$ cat config.mk
export PLATFORM = sky130hd
export DESIGN_NAME = fir_coeff_loader
export DESIGN_NICKNAME = d
export VERILOG_FILES = /design/src/rtl/fir_coeff_loader.sv
export SDC_FILE = /design/constraint.sdc
export NUM_CORES = 1
export LEC_CHECK = 0
export ABC_AREA = 1
export ABC_CLOCK_PERIOD_IN_PS = 3100
export CORE_MARGIN = 1
export CORE_UTILIZATION = 50
export DETAILED_ROUTE_END_ITERATION = 10
export PLACE_DENSITY = 0.76
export SLEW_MARGIN = 20
export SYNTH_ARGS = -nofsm -noshare
export SYNTH_HDL_FRONTEND = slang
export SYNTH_SLANG_ARGS = --single-unit
$ cat constraint.sdc
create_clock -name clk -period 3.1 [get_ports clk]
set_clock_uncertainty 0.2 [all_clocks]
set_input_delay 0.62 -clock clk [delete_from_list [all_inputs] [get_ports clk]]
set_output_delay 0.62 -clock clk [all_outputs]
set_load 0.005 [all_outputs]
$ cat src/rtl/fir_coeff_loader.sv
// Coefficient-load initiator for the symmetric FIR: assembles a byte stream into C-bit words,
// writes them to coefficient addresses 0..NC-1, then checks a trailing XOR checksum byte.
module fir_coeff_loader #(
  parameter int unsigned ORD = 256,
  parameter int unsigned C   = 16,
  parameter int unsigned GAP = 1,
  localparam int unsigned NC = (ORD + 1) / 2,
  localparam int unsigned AW = (NC > 1) ? $clog2(NC) : 1
) (
  input  logic          clk,
  input  logic          rst,
  input  logic          start,
  input  logic          in_valid,
  input  logic [7:0]    in_data,
  output logic          in_ready,
  output logic          c_WE,
  output logic [C-1:0]  c_in,
  output logic [AW-1:0] c_addr,
  output logic          busy,
  output logic          done,
  output logic          err
);

  localparam int unsigned BYTES = C / 8;
  localparam int unsigned BW    = (BYTES > 1) ? $clog2(BYTES) : 1;
  localparam int unsigned GW    = (GAP > 1) ? $clog2(GAP) : 1;
  // Partial word holds only the bytes received before the final one of a word.
  localparam int unsigned WW    = (C > 8) ? C - 8 : 1;

  typedef enum logic [2:0] {StIdle, StRecv, StWrite, StWait, StChk} state_e;

  state_e        state_q, state_d;
  logic [WW-1:0] word_q;
  logic [C-1:0]  c_in_q;
  logic [AW-1:0] idx_q, c_addr_q;
  logic [BW-1:0] byte_cnt_q;
  logic [GW-1:0] gap_cnt_q;
  logic [7:0]    csum_q;
  logic          done_q, err_q;

  logic          xfer, last_byte, last_idx, gap_end;
  logic [C-1:0]  word_next;

  assign xfer      = in_valid && in_ready;
  assign last_byte = (32'(byte_cnt_q) == BYTES - 1);
  assign last_idx  = (32'(idx_q) == NC - 1);
  assign gap_end   = (32'(gap_cnt_q) == GAP - 1);

  if (C > 8) begin : g_wide
    assign word_next = {word_q, in_data};
  end else begin : g_byte
    assign word_next = in_data;
  end

  always_ff @(posedge clk or posedge rst) begin
    if (rst) begin
      state_q <= StIdle;
    end else begin
      state_q <= state_d;
    end
  end

  always_comb begin
    state_d = state_q;
    unique case (state_q)
      StIdle:  if (start) state_d = StRecv;
      StRecv:  if (xfer && last_byte) state_d = StWrite;
      StWrite: begin
        if (last_idx)     state_d = StChk;
        else if (GAP > 0) state_d = StWait;
        else              state_d = StRecv;
      end
      StWait:  if (gap_end) state_d = StRecv;
      StChk:   if (xfer) state_d = StIdle;
      default: state_d = StIdle;
    endcase
  end

  always_comb begin
    in_ready = (state_q == StRecv) || (state_q == StChk);
    c_WE     = (state_q == StWrite);
    busy     = (state_q != StIdle);
  end

  assign c_in   = c_in_q;
  assign c_addr = c_addr_q;
  assign done   = done_q;
  assign err    = err_q;

  always_ff @(posedge clk or posedge rst) begin
    if (rst) begin
      word_q     <= '0;
      c_in_q     <= '0;
      idx_q      <= '0;
      c_addr_q   <= '0;
      byte_cnt_q <= '0;
      gap_cnt_q  <= '0;
      csum_q     <= '0;
      done_q     <= 1'b0;
      err_q      <= 1'b0;
    end else begin
      done_q <= 1'b0;
      case (state_q)
        StIdle: begin
          if (start) begin
            idx_q      <= '0;
            byte_cnt_q <= '0;
            csum_q     <= '0;
            err_q      <= 1'b0;
          end
        end
        StRecv: begin
          if (xfer) begin
            csum_q <= csum_q ^ in_data;
            word_q <= word_next[WW-1:0];
            if (last_byte) begin
              // c_in/c_addr are loaded here so they are valid during WRITE and hold after.
              byte_cnt_q <= '0;
              c_in_q     <= word_next;
              c_addr_q   <= idx_q;
            end else begin
              byte_cnt_q <= byte_cnt_q + 1'b1;
            end
          end
        end
        StWrite: begin
          gap_cnt_q <= '0;
          if (!last_idx) idx_q <= idx_q + 1'b1;
        end
        StWait: gap_cnt_q <= gap_cnt_q + 1'b1;
        StChk: begin
          if (xfer) begin
            err_q  <= (in_data != csum_q);
            done_q <= 1'b1;
          end
        end
        default: ;
      endcase
    end
  end

endmodule

Figure 1. Clock wires, drivers and flops (run 1).
The bar under the picture is 20 µm long.
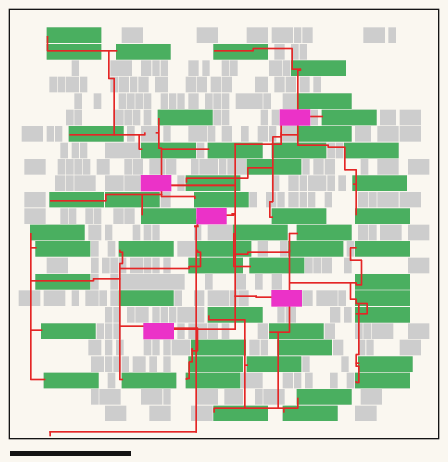
[green] flip-flops | count: 53
[magenta] cells driving clock nets | count: 5
[red] clock wires | length: 574 µm
routed clock nets: 6
flops lie: widely spread

Figure 2. Placed cells, one colour a class (run 1).
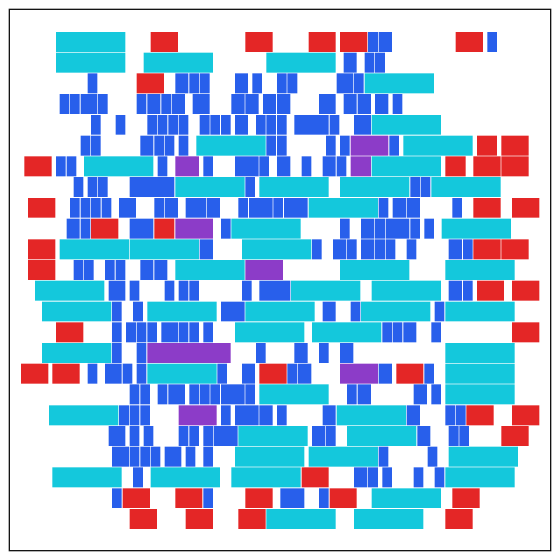
| colour | class | cells | share of their area |
|---|---|---|---|
| cyan | flops | 53 | 47% |
| red | other buffers and delay cells | 42 | 14% |
| blue | all other logic | 219 | 35% |
| purple | clock drivers and dummy loads | 8 | 4.0% |
final core occ: 65.54%
Core ar.: 4444 µm²

Figure 3. Supply network (run 1).
The bar under the picture is 20 µm long. Pins as bars on the die edge. Tap cells in grey.
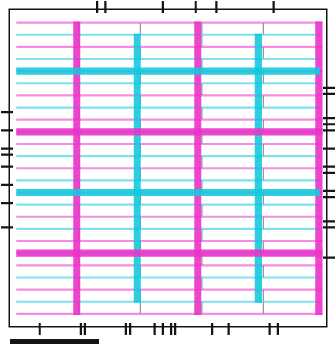
| colour | net |
|---|---|
| magenta | VSS |
| cyan | VDD |
rows: 24
met5 straps: 4
signal pins: 40

==> GITHUB_STEP_SUMMARY, run 1 <==
### Metrics collected by this job

| Metric | Value |
|---|---|
| Status | complete, no violations |
| MUX share of area | 0% |
| Top Usage Layer GRT | met2 |
| Total GRT Usage | 19.93% |
| Resize count post-CTS | 0 |
| Sw frac | 34.79% |
| Reg2Reg Depth | 6 |
| Top class by area | registers |
| Max-cap check violation count | 0 |
| Worst Hold Launch | c_in[15] |
| Top cells, area | dfrtp_1, nand2_1, nand3_1 |
| CTS tree | built |
| Cell Area, Synth | 2369 µm² |
| Buf/Inv on CP | 2 |
| Total power draw | 2.475 mW |
| Flop2flop setup slack | 1140 ps |
| R2r endpoint | state_q[0] |
| Element type at the critical path end | primary output |
| Power density over the cells | 849.7 nW/µm² |
| Slowest stage delay, CP | approximately 550 ps |
| Commonest Layout Cell | nand2_1 |
| Combinational gates | 188 |
| Clock Buffer Count | 5 |
| Worst rel slew slack | approximately 64% |
| Routed wl met2 | approximately 2100 µm |
| Psw | 0.8611 mW |
| Design area | 2913 µm² |
| Max reg flops | 16 |
| Max power group | sequential cells |
| CTS sink cnt | 53 |
| M2 GR Usage | 30.77% |
| Final cell count without fillers | 374 |
| Adder share | 0.5283% |
| Root Buffer Master | clkbuf_8 |
| Comb pwr share | 36.1% |
| H-tree Lvls | 2 |
| Post-Syn Nets | 293 |
| Xor/xnor share | 0.3698% |
| Vias in the first global route | 1685 |
| Crit-path slowest cell | clkdlybuf4s50_1 |
| Signal buffers | 42 |
| First-pass GRT wire length | between 7000 and 8000 µm |
| N_diodes | 0 |
| Startpoint Class | flip-flop |
| Uppermost layer routed | met4 |
| Hold Vio Cnt, Final | 0 |
| Crit Path Max Fanout | 7 |
| Static Leak | around 1.5 nW |
| Placement Cell Area | 2798 µm² |
==> run 2: changes to the inputs <==
- ABC_CLOCK_PERIOD_IN_PS: 3100 -> 2600
- clock period: 3.1 -> 2.6 ns (I/O delays scaled with it)
Figure 4. Clock nets (run 2).
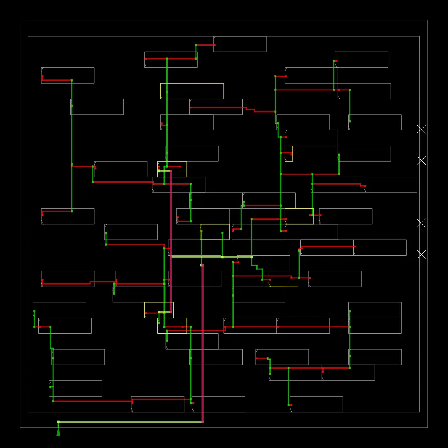
clk pwr: 0.570 mW
Clock Buffer Count: 7
sequential cells: 53
CTS sink cnt: 53
clk ins delay skew pair: 300 ps

Figure 5. Supply network (run 2).
The bar under the picture is 20 µm long. Pins as bars on the die edge. Tap cells in grey.
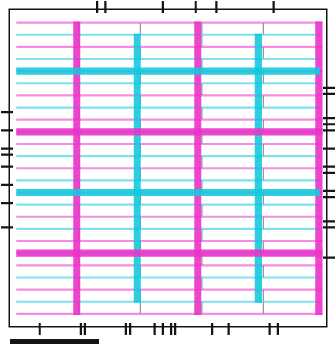
| colour | net |
|---|---|
| cyan | VDD |
| magenta | VSS |
met5 straps: 4
tap cells: 52
met1 rails: 25
rows: 24

Figure 6. Placed cells, one colour a class (run 2).
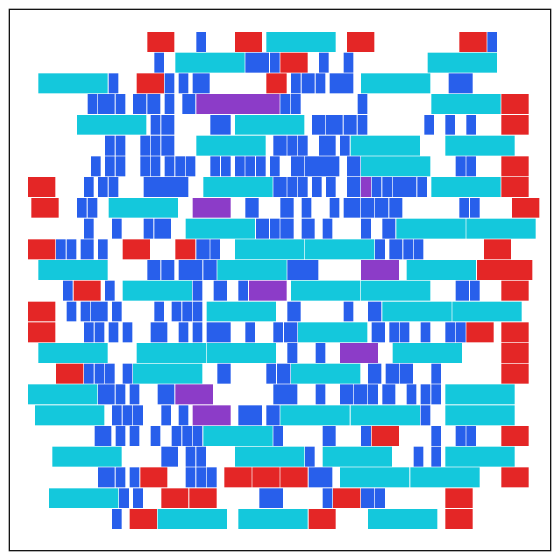
design area: 2927 µm²
final core occ: 65.85%
row cnt: 24

==> run 2 against run 1 <==
Against the previous run:
- the run now ends with DRC left
- sequential power up 19%
- flip-flop count unchanged
- critical endpoint is now in_ready
- final area rose by 0.47%
- final cell count did not move
- global-route usage is 0.41 points higher
- non-clock buffer count stayed put
- critical path depth stayed put
==> GITHUB_STEP_SUMMARY, run 2 <==
### Metrics collected by this job

| Metric | Value |
|---|---|
| Vias in the first global route | 1804 |
| Flop2flop setup slack | 690 ps |
| Peak supply drop | ~0.00045 V |
| MUX share of area | 0% |
| Static Leak | ~1.5 nW |
| Adder share | less than 1% |
| Total GRT Usage | 20.35% |
| Synth Instances | around 280 |
| Signal buffers | 42 |
| DR WL/cell | 12.33 µm |
| Placement Cell Area | 2810 µm² |
| Met1 Resource Use GR | 29.61% |
| Crit Path Max Fanout | 6 |
| Fill cells | 408 |
| Clock Tree Buf Depth | 2 |
| Top cells, area | dfrtp_1, nand2_1, nand3_1 |
| Post-Syn Nets | just under 300 |
| CTS tree | built |
| Commonest Layout Cell | nand2_1 |
| Post-CTS Setup Bufs | 0 |
| Worst rel slew slack | between 60% and 70% |
| Combinational gates | 188 |
| Root Buffer Master | clkbuf_8 |
| Kind of critical path | flip-flop to primary output |
| Max power group | sequential cells |
| Top class by area | registers |
| Routed via count | 1886 |
| Layout clock area frac | between 3 and 4% |
| First-pass GRT wire length | slightly above 8000 µm |
| Resize count post-CTS | 0 |
| Max reg flops | 16 |
| And+or+nand+nor area frac | 26.62% |
| Top Usage Layer GRT | met2 |
| Buf/Inv on CP | 1 |
| Slew Limit Fails | 0 |
| Max-cap check violation count | 0 |
| Seq share, synth | 56.00% |
| Sw frac | 33.98% |
| Pin count of the biggest net entering global routing | 36 |
| Top logic cell family in the synthesized netlist | simple AND/OR/NAND/NOR gates |
| Warning count from the yosys run | 0 |
| Comb pwr share | between 30% and 40% |
| Worst Hold Launch | c_in[2] |
| Hold Vio Cnt, Final | 0 |
| Final setup TNS | 0 ps |
| Cell Area, Synth | about 2400 µm² |
| H-tree Lvls | 2 |
| Reg2Reg Depth | 6 |
| Leading area contributor after synthesis | dfrtp_1 |
| Total power draw | 2.966 mW |
| M2 GR Usage | 31.41% |
| Clock slew seen by the registers of the worst setup and hold paths | 90 ps |
| Power density over the cells | about 1000 nW/µm² |
| Startpoint Class | flip-flop |
| Fmax | 420.9 MHz |
| Status | finished, violations left |
| Crit-path slowest cell | clkdlybuf4s50_1 |
| Antenna Violating Nets Remaining | 0 |
| YS chip area | 2369 µm² |
| Synth-to-Final Area Change | 23.56% |
| Placed cells | 366 |
| Hold-fix buffers, CTS | 0 |
| R2r endpoint | state_q[0] |
| Uppermost layer routed | met4 |
| DRC Markers | 8 |
| Xor/xnor share | less than 1% |
| Element type at the critical path end | primary output |
| Most used cell, CP | nand2_1 |
| Endpoints failing setup | 0 |
| Ports | approximately 40 |
| Most frequent cell after synthesis | nand2_1 |
| GRT overflow | 0 |
| Slowest stage delay, CP | 490 ps |
| Failing checks | DRC |
| Pre-CTS setup slack | just over 400 ps |
| Core ar. | 4444 µm² |
| Die Size | approximately 5000 µm² |
| Psw | between 1 and 1.5 mW |
| Count of different cell masters after synthesis | 24 |
| N_diodes | 0 |
| Seq. pwr | roughly 1.3 mW |
| Final cell count without fillers | 374 |
| Routed wl met2 | 2078 µm |
==> run 3: changes to the inputs <==
- REMOVE_ABC_BUFFERS: not set -> 1
Figure 7. Clock nets (run 3).
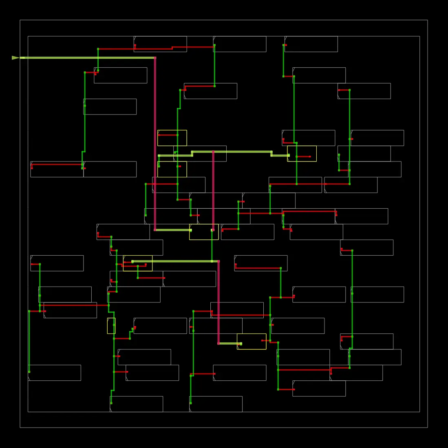
TritonCTS Buffers: 5
clk pwr: 0.456 mW

Figure 8. Supply network (run 3).
The bar under the picture is 20 µm long. Pins as bars on the die edge. Tap cells in grey.
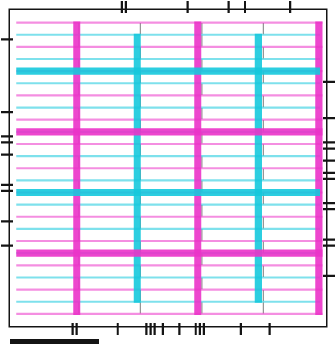
| colour | net |
|---|---|
| magenta | VSS |
| cyan | VDD |
signal pins: 40
tap cells: 52
rows: 24
met5 straps: 4
die height: 70.83 µm
DIE WIDTH: 70.83 µm
peak supply drop: 0.0005417 V

Figure 9. Signal wires by layer (run 3).
The bar under the picture is 20 µm long. Only two layers are drawn.
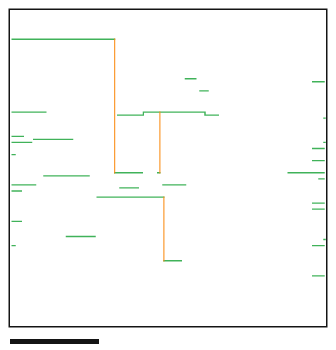
| colour | layer | wire length |
|---|---|---|
| orange | met4 | 57.8 µm |
| green | met3 | 164 µm |

==> run 3 against run 2 <==
Against the previous run:
- the run now ends clean
- core utilization is 0.51 points lower
- final cell count stayed put
- synthesized area is the same
- global-route usage decreased by 0.89 points
- critical path type unchanged
==> GITHUB_STEP_SUMMARY, run 3 <==
### Metrics collected by this job

| Metric | Value |
|---|---|
| Status | complete, no violations |
| YS chip area | 2369 µm² |
| Sequential cells | between 50 and 60 |
| Xor/xnor share | 0.3698% |
| Final core occ | 65.34% |
| Element type at the critical path end | primary output |
| Flop2flop setup slack | 710 ps |
| Row cnt | 24 |
| Placement Cell Area | between 2000 and 3000 µm² |
| Comb pwr share | 38.0% |
| Total power draw | 2.851 mW |
| Top Usage Layer GRT | met2 |
| Die Size | around 5000 µm² |
| Ports | 40 |
| MUX share of area | 0% |
| R2r endpoint | state_q[0] |
| Top logic cell family in the synthesized netlist | simple AND/OR/NAND/NOR gates |
| Clock slew seen by the registers of the worst setup and hold paths | around 90 ps |
| Signal buffers | between 40 and 50 |
| Adder share | 0.5283% |
| Psw | about 1 mW |
| Top cells, area | dfrtp_1, nand2_1, nand3_1 |
| Seq. pwr | 1.31 mW |
| Clock Buffer Count | 7 |
| M2 GR Usage | a little under a third |
| Slew Limit Fails | 0 |
| Hold-fix buffers, CTS | 0 |
| Crit Path Max Fanout | 6 |
| Kind of critical path | flip-flop to primary output |
| GRT overflow | 0 |
| Sw frac | approximately a third |
| Combinational gates | 188 |
| Top class by area | registers |
| Total GRT Usage | 19.46% |
| Final setup TNS | 0 ps |
| Root Buffer Master | clkbuf_8 |
| Crit-path slowest cell | clkdlybuf4s50_1 |
| Slowest stage delay, CP | 490 ps |
| CTS tree | built |
| Vias in the first global route | 1758 |
| Clk ins delay skew pair | 300 ps |
| Buf/Inv on CP | 1 |
| N_diodes | 0 |
| Resize count post-CTS | 0 |
| Uppermost layer routed | met4 |
| Power density over the cells | just under 1000 nW/µm² |
| Static Leak | approximately 1.5 nW |
| Pin count of the biggest net entering global routing | about 54 |
| Warning count from the yosys run | 0 |
| Clock Tree Buf Depth | 2 |
| Design area | 2904 µm² |
| Cell Area, Synth | about 2400 µm² |
| Synth Instances | 280 |
| Max-cap check violation count | 0 |
| Final cell count without fillers | 374 |
| Antenna Violating Nets Remaining | 0 |
| Post-CTS Setup Bufs | 0 |
| Synth-to-Final Area Change | 22.61% |
| Startpoint Class | flip-flop |
Power is estimated from default activity; no workload was simulated.
